Design imem_fetch_responder, sky130hd; sources not shown.
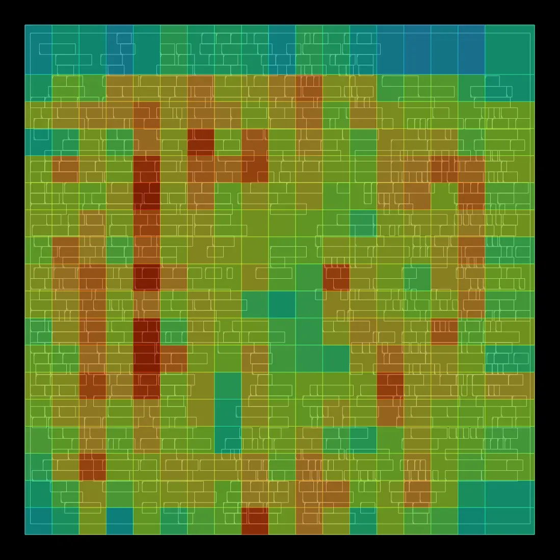
run_1/congestion.png
met3 routing resource usage after global routing: 5.740%
Core Util, Final: 59.66%
routed wirelength normalized by instance count: 16.55 um

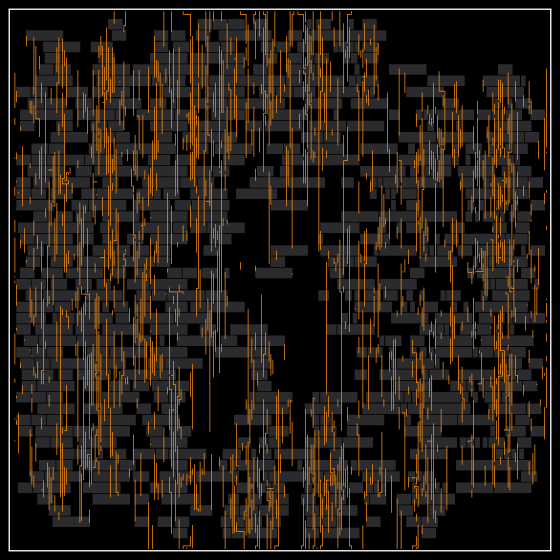
run_1/layer_met2.png
- longest straight run: 54.4 um
- nets with wire on the layer: 679
- wire length on this layer: 7260 um
met2 track demand over resource: 31.46%
final wirelength: 15350 um
total number of vias: 4623

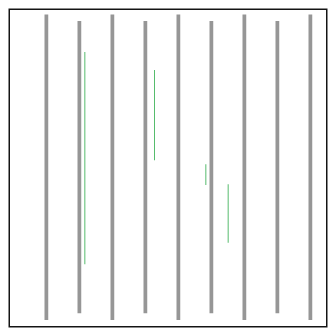
run_1/layer_met4.png
Supply wires on this layer in grey.
- share of all routed wire: 1.0%
- main direction: vertical
- nets with wire on the layer: 2
- wire length on this layer: 156 um
- longest straight run: 87.0 um

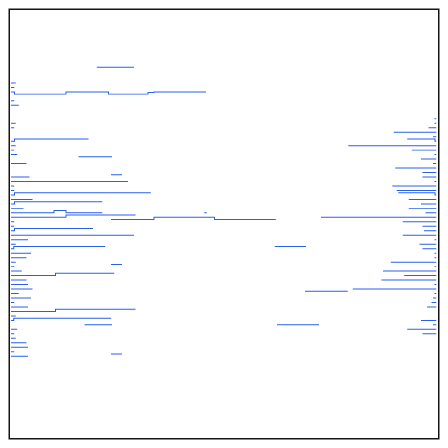
run_1/layer_met3.png
- wire length on this layer: 993 um
- longest straight run: 41.2 um
- nets with wire on the layer: 100
- main direction: horizontal
- share of all routed wire: 6.5%

==> impl_results.html, run 1 <==
<h2>Implementation results</h2>
<table>
<tr><th>Metric</th><th>Value</th></tr>
<tr><th colspan="2">Timing</th></tr>
<tr><td>Fraction of the cycle the final worst path needs</td><td>between 80% and 90%</td></tr>
<tr><td>Final setup TNS</td><td>0 ps</td></tr>
<tr><td>Setup repair after global routing missed its margin</td><td>false</td></tr>
<tr><td>Final hold viol count</td><td>0</td></tr>
<tr><td>Worst Tran Pin Value</td><td>~760 ps</td></tr>
<tr><td>Largest clock skew in the final design</td><td>about 6.8 ps</td></tr>
<tr><th colspan="2">Synth</th></tr>
<tr><td>EDFF count, synth</td><td>0</td></tr>
<tr><td>Xor/xnor share</td><td>less than 1%</td></tr>
<tr><td>Most numerous cell in the Yosys netlist</td><td>sky130_fd_sc_hd__dfrtp_1</td></tr>
<tr><td>Yosys adder share</td><td>less than 1%</td></tr>
<tr><td>Synthesized area divided by synthesized cell count</td><td>12.94 um2</td></tr>
<tr><td>Mux frac, synth</td><td>a little over a quarter</td></tr>
<tr><td>Dominant cell type by area after synthesis</td><td>sky130_fd_sc_hd__dfrtp_1</td></tr>
<tr><td>List of most frequent post-synthesis cells</td><td>163 x sky130_fd_sc_hd__dfrtp_1, 129 x sky130_fd_sc_hd__mux2_2, 95 x sky130_fd_sc_hd__nand2_1</td></tr>
<tr><td>Share of synthesized cell area in and, or, nand and nor gates</td><td>between 6 and 7%</td></tr>
<tr><td>Comb area leader</td><td>multiplexers</td></tr>
<tr><td>Yosys synthesis warning count</td><td>0</td></tr>
<tr><th colspan="2">Cells and area</th></tr>
<tr><td>Max-area cell class</td><td>sequential cells</td></tr>
<tr><td>Area added between synthesis and finish</td><td>29.18%</td></tr>
<tr><td>Sequential cell count of the final layout</td><td>169</td></tr>
<tr><td>Signal buf overhead</td><td>~17%</td></tr>
<tr><td>Combinational gate area</td><td>2854 um2</td></tr>
<tr><td>Most instantiated logic cell after routing</td><td>sky130_fd_sc_hd__dfrtp_1</td></tr>
<tr><td>Filler cells</td><td>1260</td></tr>
<tr><th colspan="2">Power and ir drop</th></tr>
<tr><td>Leakage Power</td><td>between 4 and 5 nW</td></tr>
<tr><td>Sequential fraction of design power</td><td>42.9%</td></tr>
<tr><td>Sequential Power</td><td>between 1 and 1.5 mW</td></tr>
<tr><td>Peak ir drop on the vdd network</td><td>around 150 uV</td></tr>
<tr><td>Combinational power share</td><td>31.6%</td></tr>
<tr><td>Comb pwr</td><td>roughly 0.84 mW</td></tr>
<tr><th colspan="2">Place</th></tr>
<tr><td>Count of port buffers added during placement</td><td>146</td></tr>
<tr><td>Post-Place Cell Area</td><td>~9000 um2</td></tr>
<tr><td>RD Place Congestion</td><td>~0.73</td></tr>
<tr><td>Dpl cells</td><td>slightly below 900</td></tr>
<tr><th colspan="2">Detailed routing</th></tr>
<tr><td>Iteration-0 DRC count of the detailed router</td><td>181</td></tr>
<tr><td>Total iterations of the first detailed-routing run</td><td>4</td></tr>
<tr><td>Routed metal-1 wire length</td><td>roughly 7000 um</td></tr>
<tr><th colspan="2">Floorplanning</th></tr>
<tr><td>Die boundary width</td><td>129.9 um</td></tr>
<tr><td>CORE AREA</td><td>15940 um2</td></tr>
<tr><th colspan="2">Clock tree</th></tr>
<tr><td>Cell resize tally after clock tree synthesis</td><td>0</td></tr>
<tr><td>Clock latency on the worst-skew pair</td><td>roughly 420 ps</td></tr>
<tr><td>Clock transition at path regs</td><td>~60 ps</td></tr>
<tr><th colspan="2">Worst setup path</th></tr>
<tr><td>Cell class contributing the biggest share of worst-path delay</td><td>buffers and inverters</td></tr>
<tr><td>Arrival time worst endpoint</td><td>about 5000 ps</td></tr>
<tr><td>CP bufs+invs</td><td>4</td></tr>
<tr><td>Levels on crit path</td><td>10</td></tr>
<tr><td>CP max FO</td><td>34</td></tr>
<tr><th colspan="2">Run status</th></tr>
<tr><td>Outcome</td><td>finished clean</td></tr>
<tr><th colspan="2">Run</th></tr>
<tr><td>Maximum Capacitance Violations</td><td>0</td></tr>
</table>
==> run 2: changes to the inputs <==
- CORE_UTILIZATION: 45 -> 41
- PLACE_DENSITY: 0.9 -> 0.83
- clock period: 8.95 -> 6.7 ns (I/O delays scaled with it)
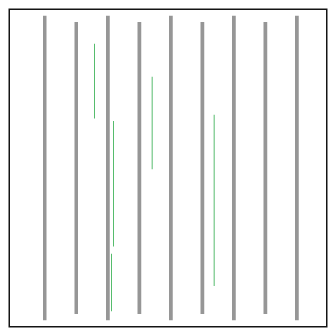
run_2/layer_met4.png
Supply wires on this layer in grey.
- longest straight run: 73.4 um
- wire length on this layer: 223 um
- main direction: vertical
- nets with wire on the layer: 3
total number of vias: 4700
final wirelength: 15890 um

==> impl_results.html, run 2 <==
<h2>Implementation results</h2>
<table>
<tr><th>Metric</th><th>Value</th></tr>
<tr><th colspan="2">Run status</th></tr>
<tr><td>Outcome</td><td>finished clean</td></tr>
<tr><th colspan="2">Floorplanning</th></tr>
<tr><td>CORE AREA</td><td>17420 um2 (+9.2%)</td></tr>
<tr><td>Core Util at FP</td><td>42.28%</td></tr>
<tr><td>Die boundary width</td><td>136.0 um (+4.7%)</td></tr>
<tr><td>Row cnt</td><td>between 40 and 50</td></tr>
<tr><th colspan="2">Synth</th></tr>
<tr><td>Yosys adder share</td><td>0.7816% (unchanged)</td></tr>
<tr><td>Top flip-flop cell by instance count after synthesis</td><td>sky130_fd_sc_hd__dfrtp_1</td></tr>
<tr><td>Dominant cell type by area after synthesis</td><td>sky130_fd_sc_hd__dfrtp_1</td></tr>
<tr><td>Number of instances in the synthesized netlist</td><td>around 570</td></tr>
<tr><td>Mux frac, synth</td><td>26.39% (unchanged)</td></tr>
<tr><td>Post-synth design cell area</td><td>7363 um2</td></tr>
<tr><td>List of most frequent post-synthesis cells</td><td>163 x sky130_fd_sc_hd__dfrtp_1, 129 x sky130_fd_sc_hd__mux2_2, 95 x sky130_fd_sc_hd__nand2_1</td></tr>
<tr><td>Most numerous cell in the Yosys netlist</td><td>sky130_fd_sc_hd__dfrtp_1</td></tr>
<tr><td>Share of synthesized cell area in and, or, nand and nor gates</td><td>6.134% (unchanged)</td></tr>
<tr><td>Xor/xnor share</td><td>0.5947% (unchanged)</td></tr>
<tr><td>Synthesized area divided by synthesized cell count</td><td>12.94 um2 (unchanged)</td></tr>
<tr><td>EDFF count, synth</td><td>0 (unchanged)</td></tr>
<tr><td>Yosys synthesis warning count</td><td>0 (unchanged)</td></tr>
<tr><th colspan="2">Timing</th></tr>
<tr><td>Final setup TNS</td><td>0 ps (unchanged)</td></tr>
<tr><td>Worst relative slew slack</td><td>~52%</td></tr>
<tr><td>Setup repair after global routing missed its margin</td><td>false</td></tr>
<tr><td>Fraction of the cycle the final worst path needs</td><td>a little under nine tenths</td></tr>
<tr><td>Final hold viol count</td><td>0 (unchanged)</td></tr>
<tr><td>Worst Tran Pin Value</td><td>724.8 ps (-39.93 ps)</td></tr>
<tr><td>Largest clock skew in the final design</td><td>10.02 ps (+3.229 ps)</td></tr>
<tr><td>Final Hold Slack</td><td>between 400 and 500 ps</td></tr>
<tr><th colspan="2">Cells and area</th></tr>
<tr><td>Signal buf overhead</td><td>16.25% (-0.46 points)</td></tr>
<tr><td>CLK BUF</td><td>17</td></tr>
<tr><td>Core Util, Final</td><td>54.74% (-4.9 points)</td></tr>
<tr><td>Filler cells</td><td>1458 (+16%)</td></tr>
<tr><td>Max-area cell class</td><td>sequential cells</td></tr>
<tr><td>Clock tree cell share of total cell area</td><td>between 6 and 7%</td></tr>
<tr><td>Sequential cell count of the final layout</td><td>169 (unchanged)</td></tr>
<tr><td>Layout multi-input combinational cell count</td><td>350</td></tr>
<tr><td>Combinational gate area</td><td>2854 um2 (unchanged)</td></tr>
<tr><td>Most instantiated logic cell after routing</td><td>sky130_fd_sc_hd__dfrtp_1</td></tr>
<tr><td>Area added between synthesis and finish</td><td>29.48%</td></tr>
<tr><td>Proportion of cell area occupied by multi-input gates</td><td>29.93%</td></tr>
<tr><td>Most frequent logic cells in the routed design</td><td>162 x sky130_fd_sc_hd__dfrtp_1, 146 x sky130_fd_sc_hd__clkdlybuf4s50_1, 129 x sky130_fd_sc_hd__mux2_2</td></tr>
<tr><th colspan="2">Hold path</th></tr>
<tr><td>Worst Hold Path Cells</td><td>2</td></tr>
<tr><td>Path type of the worst min-delay path</td><td>register to register</td></tr>
<tr><th colspan="2">Detailed routing</th></tr>
<tr><td>Iteration-0 DRC count of the detailed router</td><td>218 (+20%)</td></tr>
<tr><td>Routed metal-1 wire length</td><td>7087 um (+2.2%)</td></tr>
<tr><td>Routed wirelength normalized by instance count</td><td>17.00 um (+2.7%)</td></tr>
<tr><td>Total iterations of the first detailed-routing run</td><td>6 (+2)</td></tr>
<tr><th colspan="2">Clock tree</th></tr>
<tr><td>Clock latency on the worst-skew pair</td><td>420 ps (about the same)</td></tr>
<tr><td>Cell resize tally after clock tree synthesis</td><td>0 (unchanged)</td></tr>
<tr><td>Clock transition at path regs</td><td>60 ps (about the same)</td></tr>
<tr><th colspan="2">Place</th></tr>
<tr><td>Count of port buffers added during placement</td><td>146 (unchanged)</td></tr>
<tr><td>Post-Place Cell Area</td><td>8921 um2 (about the same)</td></tr>
<tr><td>Dpl cells</td><td>902 (+1.0%)</td></tr>
<tr><td>RD Place Congestion</td><td>0.7702 (+5.5%)</td></tr>
<tr><td>Pre-CTS WS</td><td>967.3 ps</td></tr>
<tr><th colspan="2">Power and ir drop</th></tr>
<tr><td>Peak ir drop on the vdd network</td><td>200.2 uV (+34%)</td></tr>
<tr><td>Comb pwr</td><td>1.12 mW (+34%)</td></tr>
<tr><td>Combinational power share</td><td>31.0% (-0.6 points)</td></tr>
<tr><td>Sequential Power</td><td>1.52 mW (+33%)</td></tr>
<tr><td>Sequential fraction of design power</td><td>42.0% (-0.9 points)</td></tr>
<tr><td>Leakage Power</td><td>4.356 nW (about the same)</td></tr>
<tr><th colspan="2">Worst setup path</th></tr>
<tr><td>CP Launch Type</td><td>input pin</td></tr>
<tr><td>Arrival time worst endpoint</td><td>4030 ps (-910 ps)</td></tr>
<tr><td>CP max FO</td><td>3 (-91%)</td></tr>
<tr><td>CP bufs+invs</td><td>3 (-1)</td></tr>
<tr><td>Cell class contributing the biggest share of worst-path delay</td><td>buffers and inverters</td></tr>
<tr><td>Slowest library cell on the worst path</td><td>sky130_fd_sc_hd__clkdlybuf4s50_1</td></tr>
<tr><td>Levels on crit path</td><td>9 (-1)</td></tr>
<tr><th colspan="2">Run</th></tr>
<tr><td>Maximum Capacitance Violations</td><td>0 (unchanged)</td></tr>
<tr><td>Total tool warning count</td><td>26</td></tr>
<tr><th colspan="2">Global route</th></tr>
<tr><td>Met2 track demand over resource</td><td>30.37% (-1.1 points)</td></tr>
<tr><td>Met3 routing resource usage after global routing</td><td>5.108% (-0.63 points)</td></tr>
<tr><td>Global-route wire length before repair</td><td>around 26000 um</td></tr>
</table>
No activity file was given, so power comes from the tool's default toggle rates.
